## config.mk

```make
export PLATFORM = sky130hd
export DESIGN_NAME = store_narrow_buffer
export DESIGN_NICKNAME = d
export VERILOG_FILES = /design/src/rtl/store_narrow_buffer_pkg.sv /design/src/rtl/store_align.sv /design/src/rtl/store_narrow_buffer.sv
export SDC_FILE = /design/constraint.sdc
export NUM_CORES = 1
export LEC_CHECK = 0
export CAP_MARGIN = 20
export CORE_MARGIN = 2
export CORE_UTILIZATION = 40
export CTS_CLUSTER_SIZE = 16
export DETAILED_ROUTE_END_ITERATION = 16
export GPL_TIMING_DRIVEN = 0
export HOLD_SLACK_MARGIN = 0.08
export MAX_ROUTING_LAYER = met4
export SLEW_MARGIN = 20
export SYNTH_ARGS = -nofsm -noshare
export SYNTH_HDL_FRONTEND = slang
export SYNTH_SLANG_ARGS = --single-unit
```

## constraint.sdc

```tcl
create_clock -name clk -period 2.7 [get_ports clk]
set_clock_uncertainty 0.15 [all_clocks]
set_input_delay 0.27 -clock clk [delete_from_list [all_inputs] [get_ports clk]]
set_output_delay 0.27 -clock clk [all_outputs]
set_load 0.02 [all_outputs]
```

## src/rtl/store_narrow_buffer_pkg.sv

```systemverilog
// Shared encodings and types for the narrow-store buffer: access sizes,
// byte-enable constants, per-entry lane record and the misalignment rule.
package store_narrow_buffer_pkg;

  typedef enum logic [1:0] {
    SZ_BYTE = 2'b00,
    SZ_HALF = 2'b01,
    SZ_WORD = 2'b10,
    SZ_RSVD = 2'b11
  } size_e;

  localparam logic [3:0] BE_BYTE0   = 4'b0001;
  localparam logic [3:0] BE_HALF_LO = 4'b0011;
  localparam logic [3:0] BE_HALF_HI = 4'b1100;
  localparam logic [3:0] BE_WORD    = 4'b1111;

  // Lane-replicated data and byte enables as presented to memory.
  typedef struct packed {
    logic [31:0] wdata;
    logic [3:0]  be;
  } lane_t;

  // Reserved size is narrowed like a word but is never treated as misaligned.
  function automatic logic is_misaligned(input size_e size, input logic [1:0] addr_lo);
    case (size)
      SZ_HALF: return addr_lo[0];
      SZ_WORD: return addr_lo != 2'b00;
      default: return 1'b0;
    endcase
  endfunction

endpackage

```

## src/rtl/store_align.sv

```systemverilog
// Combinational store narrowing: replicates the register value across byte
// lanes and derives byte enables from the access size and low address bits.
module store_align
  import store_narrow_buffer_pkg::*;
(
  input  size_e       size,
  input  logic [1:0]  addr_lo,
  input  logic [31:0] data,
  output lane_t       lane
);

  always_comb begin
    // NOTE: every output gets a default before the case so no path can infer a latch.
    lane.wdata = data;
    lane.be    = BE_WORD;
    case (size)
      SZ_BYTE: begin
        lane.wdata = {4{data[7:0]}};
        lane.be    = BE_BYTE0 << addr_lo;
      end
      SZ_HALF: begin
        lane.wdata = {2{data[15:0]}};
        lane.be    = addr_lo[1] ? BE_HALF_HI : BE_HALF_LO;
      end
      default: ;
    endcase
  end

endmodule

```

## src/rtl/store_narrow_buffer.sv

```systemverilog
// In-order store buffer that narrows byte/half/word stores at enqueue time.
// Optional MISALIGN_TRAP_EN drops misaligned requests and pulses misalign.
module store_narrow_buffer
  import store_narrow_buffer_pkg::*;
#(
  parameter int DEPTH = 4,
  parameter int AW    = 32
) (
  input  logic                   clk,
  input  logic                   rst_n,
  input  logic                   req_valid,
  output logic                   req_ready,
  input  logic [AW-1:0]          req_addr,
  input  logic [31:0]            req_data,
  input  logic [1:0]             req_size,
  output logic                   mem_valid,
  input  logic                   mem_ready,
  output logic [AW-1:0]          mem_addr,
  output logic [31:0]            mem_wdata,
  output logic [3:0]             mem_be,
  output logic [$clog2(DEPTH):0] count
`ifdef MISALIGN_TRAP_EN
  ,
  output logic                   misalign
`endif
);

  localparam int PW = $clog2(DEPTH);
  localparam logic [PW:0] FULL = (PW+1)'(DEPTH);

  lane_t          in_lane;
  logic [PW-1:0]  wr_ptr;
  logic [PW-1:0]  rd_ptr;
  logic           accept;
  logic           push;
  logic           pop;

  lane_t          lane_mem [DEPTH];
  logic [AW-3:0]  addr_mem [DEPTH];

  store_align u_align (
    .size    (size_e'(req_size)),
    .addr_lo (req_addr[1:0]),
    .data    (req_data),
    .lane    (in_lane)
  );

  // Ready depends only on occupancy, never on mem_ready.
  assign req_ready = (count != FULL);
  assign mem_valid = (count != '0);
  assign accept    = req_valid & req_ready;
  assign pop       = mem_valid & mem_ready;

`ifdef MISALIGN_TRAP_EN
  logic trap;

  assign trap = is_misaligned(size_e'(req_size), req_addr[1:0]);
  assign push = accept & ~trap;

  always_ff @(posedge clk or negedge rst_n) begin
    if (!rst_n) misalign <= 1'b0;
    else        misalign <= accept & trap;
  end
`else
  assign push = accept;
`endif

  // DEPTH is a power of two, so pointer increments wrap to 0 naturally.
  always_ff @(posedge clk or negedge rst_n) begin
    if (!rst_n) begin
      // NOTE: state registers use non-blocking assignments so every flop samples pre-edge values.
      wr_ptr <= '0;
      rd_ptr <= '0;
      count  <= '0;
    end else begin
      if (push) wr_ptr <= wr_ptr + 1'b1;
      if (pop)  rd_ptr <= rd_ptr + 1'b1;
      case ({push, pop})
        2'b10:   count <= count + 1'b1;
        2'b01:   count <= count - 1'b1;
        default: ;
      endcase
    end
  end

  // NOTE: entry storage has no reset; count gates visibility, so stale contents are never used.
  always_ff @(posedge clk) begin
    if (push) begin
      lane_mem[wr_ptr] <= in_lane;
      addr_mem[wr_ptr] <= req_addr[AW-1:2];
    end
  end

  assign mem_addr  = {addr_mem[rd_ptr], 2'b00};
  assign mem_wdata = lane_mem[rd_ptr].wdata;
  assign mem_be    = lane_mem[rd_ptr].be;

endmodule

```

Sizing map:
Drawn at 1.5 px/µm.
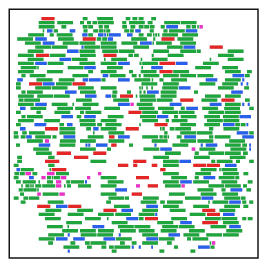
| color | size | cells | share |
|---|---|---|---|
| magenta | _3 and _4 cells | 17 | 2.7% |
| blue | _2 cells | 106 | 17% |
| red | _6 and larger | 41 | 6.5% |
| green | _0 and _1 cells | 466 | 74% |
P&R area growth vs syn: 26.2%
final instance area: 0.0131 mm²
Plain + repair buffers: 166
Setup WS post-layout: 118 ps

==> impl_metrics.ini <==
; flow metrics
[hold_path]
hold_depth = 1
hold_path_end = addr_mem[3][20]
hold_start = req_addr[22]

[detailed_routing]
route.vias.total = 4909
wl_mm = 20.7
route.detailed.drc = 0

[job]
openroad.warnings = 29

[die]
rows = 58
die_area_mm2 = 0.0272
fp-utilization_pct = 40.9

[pwr]
finalPower_mw = 14.3

[run_status]
status = complete, no violations

[setup_path]
arrival_ps = 2160

[layout]
drive_gt1_share_pct = 26.0
regMostFlops = lane_mem
largest_register_ff_count = 144

[clock_tree]
htree_levels = 1
cts_tree = built

[place]
placed_area_mm2 = 0.0123
port-buffer-count = 140

[global_routing]
grt_max_degree = 44

[synth]
synth.distinct_cells = 27
Floorplan with the power grid:
Drawn at 3 px/µm. Pins as bars on the die edge.
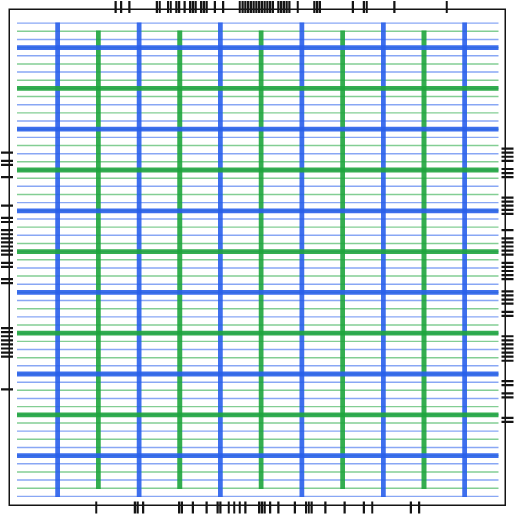
| color | net |
|---|---|
| green | VDD |
| blue | VSS |
signal pins: 143
met5 straps: 11
rows: 58
Peak VDD IR: 0.000542 V
height of the die: 165 µm

cell type report:
type | instances | area [µm²] | area share [%]
flip-flops and latches | 271 | 8100 | 62.0
multi-input cells | 139 | 2120 | 16.2
inverters | 7 | 26.3 | 0.201
clock inverters | 16 | 135 | 1.03
clock buffers | 31 | 691 | 5.29
diodes | 1 | 2.50 | 0.0192
repair buffers | 145 | 1390 | 10.6
well taps | 330 | 413 | 3.16
plain buffers | 21 | 189 | 1.45
report_power, final:
group	switching (mW)	internal, mW
Combinational	2.80	2.22
Sequential	0.199	5.58
Clock	1.49	2.02
Total	4.49	9.81
cells in the mapped netlist:
library cell  number  area share (%)
buf_4              2            0.15
or3b_4             1            0.11
or3_2              1           0.073
nor2_1             3            0.11
mux2_2            16             1.7
buf_6              3            0.33
edfxtp_1         264              77
nand2_1            9            0.33
dfrtp_1            7             1.7
o21bai_1           4            0.29
fa_1               1            0.19
o21ai_0            8            0.39
xor2_1             3            0.25
ha_1               5            0.60
inv_1              7            0.25
conb_1             1           0.036
buf_1              3            0.11
buf_2             10            0.48
o31a_2             1           0.097
and3_2             4            0.29
xnor2_1            3            0.25
and2_4             1           0.085
mux2i_1            9            0.87
mux2_4             1            0.15
mux4_2            66              14
clkbuf_1           3            0.11
nor2b_1            1           0.060
logic make-up (layout without fill, tap and decap cells):
| logic type | count (synthesis) | in the layout | synth area share, % |
|---|---|---|---|
| multiplexers | 92 | 92 | 17.1 |
| adder cells (fa/ha/maj) | 6 | 6 | 0.798 |
| XOR/XNOR | 6 | 6 | 0.508 |
| buffers and inverters | 28 | 220 | 1.43 |
| other | 1 | 3 | 0.0362 |
| AND/OR/NAND/NOR | 20 | 20 | 1.05 |
| flip-flops | 271 | 271 | 78.3 |
| AND-OR/OR-AND | 13 | 13 | 0.774 |
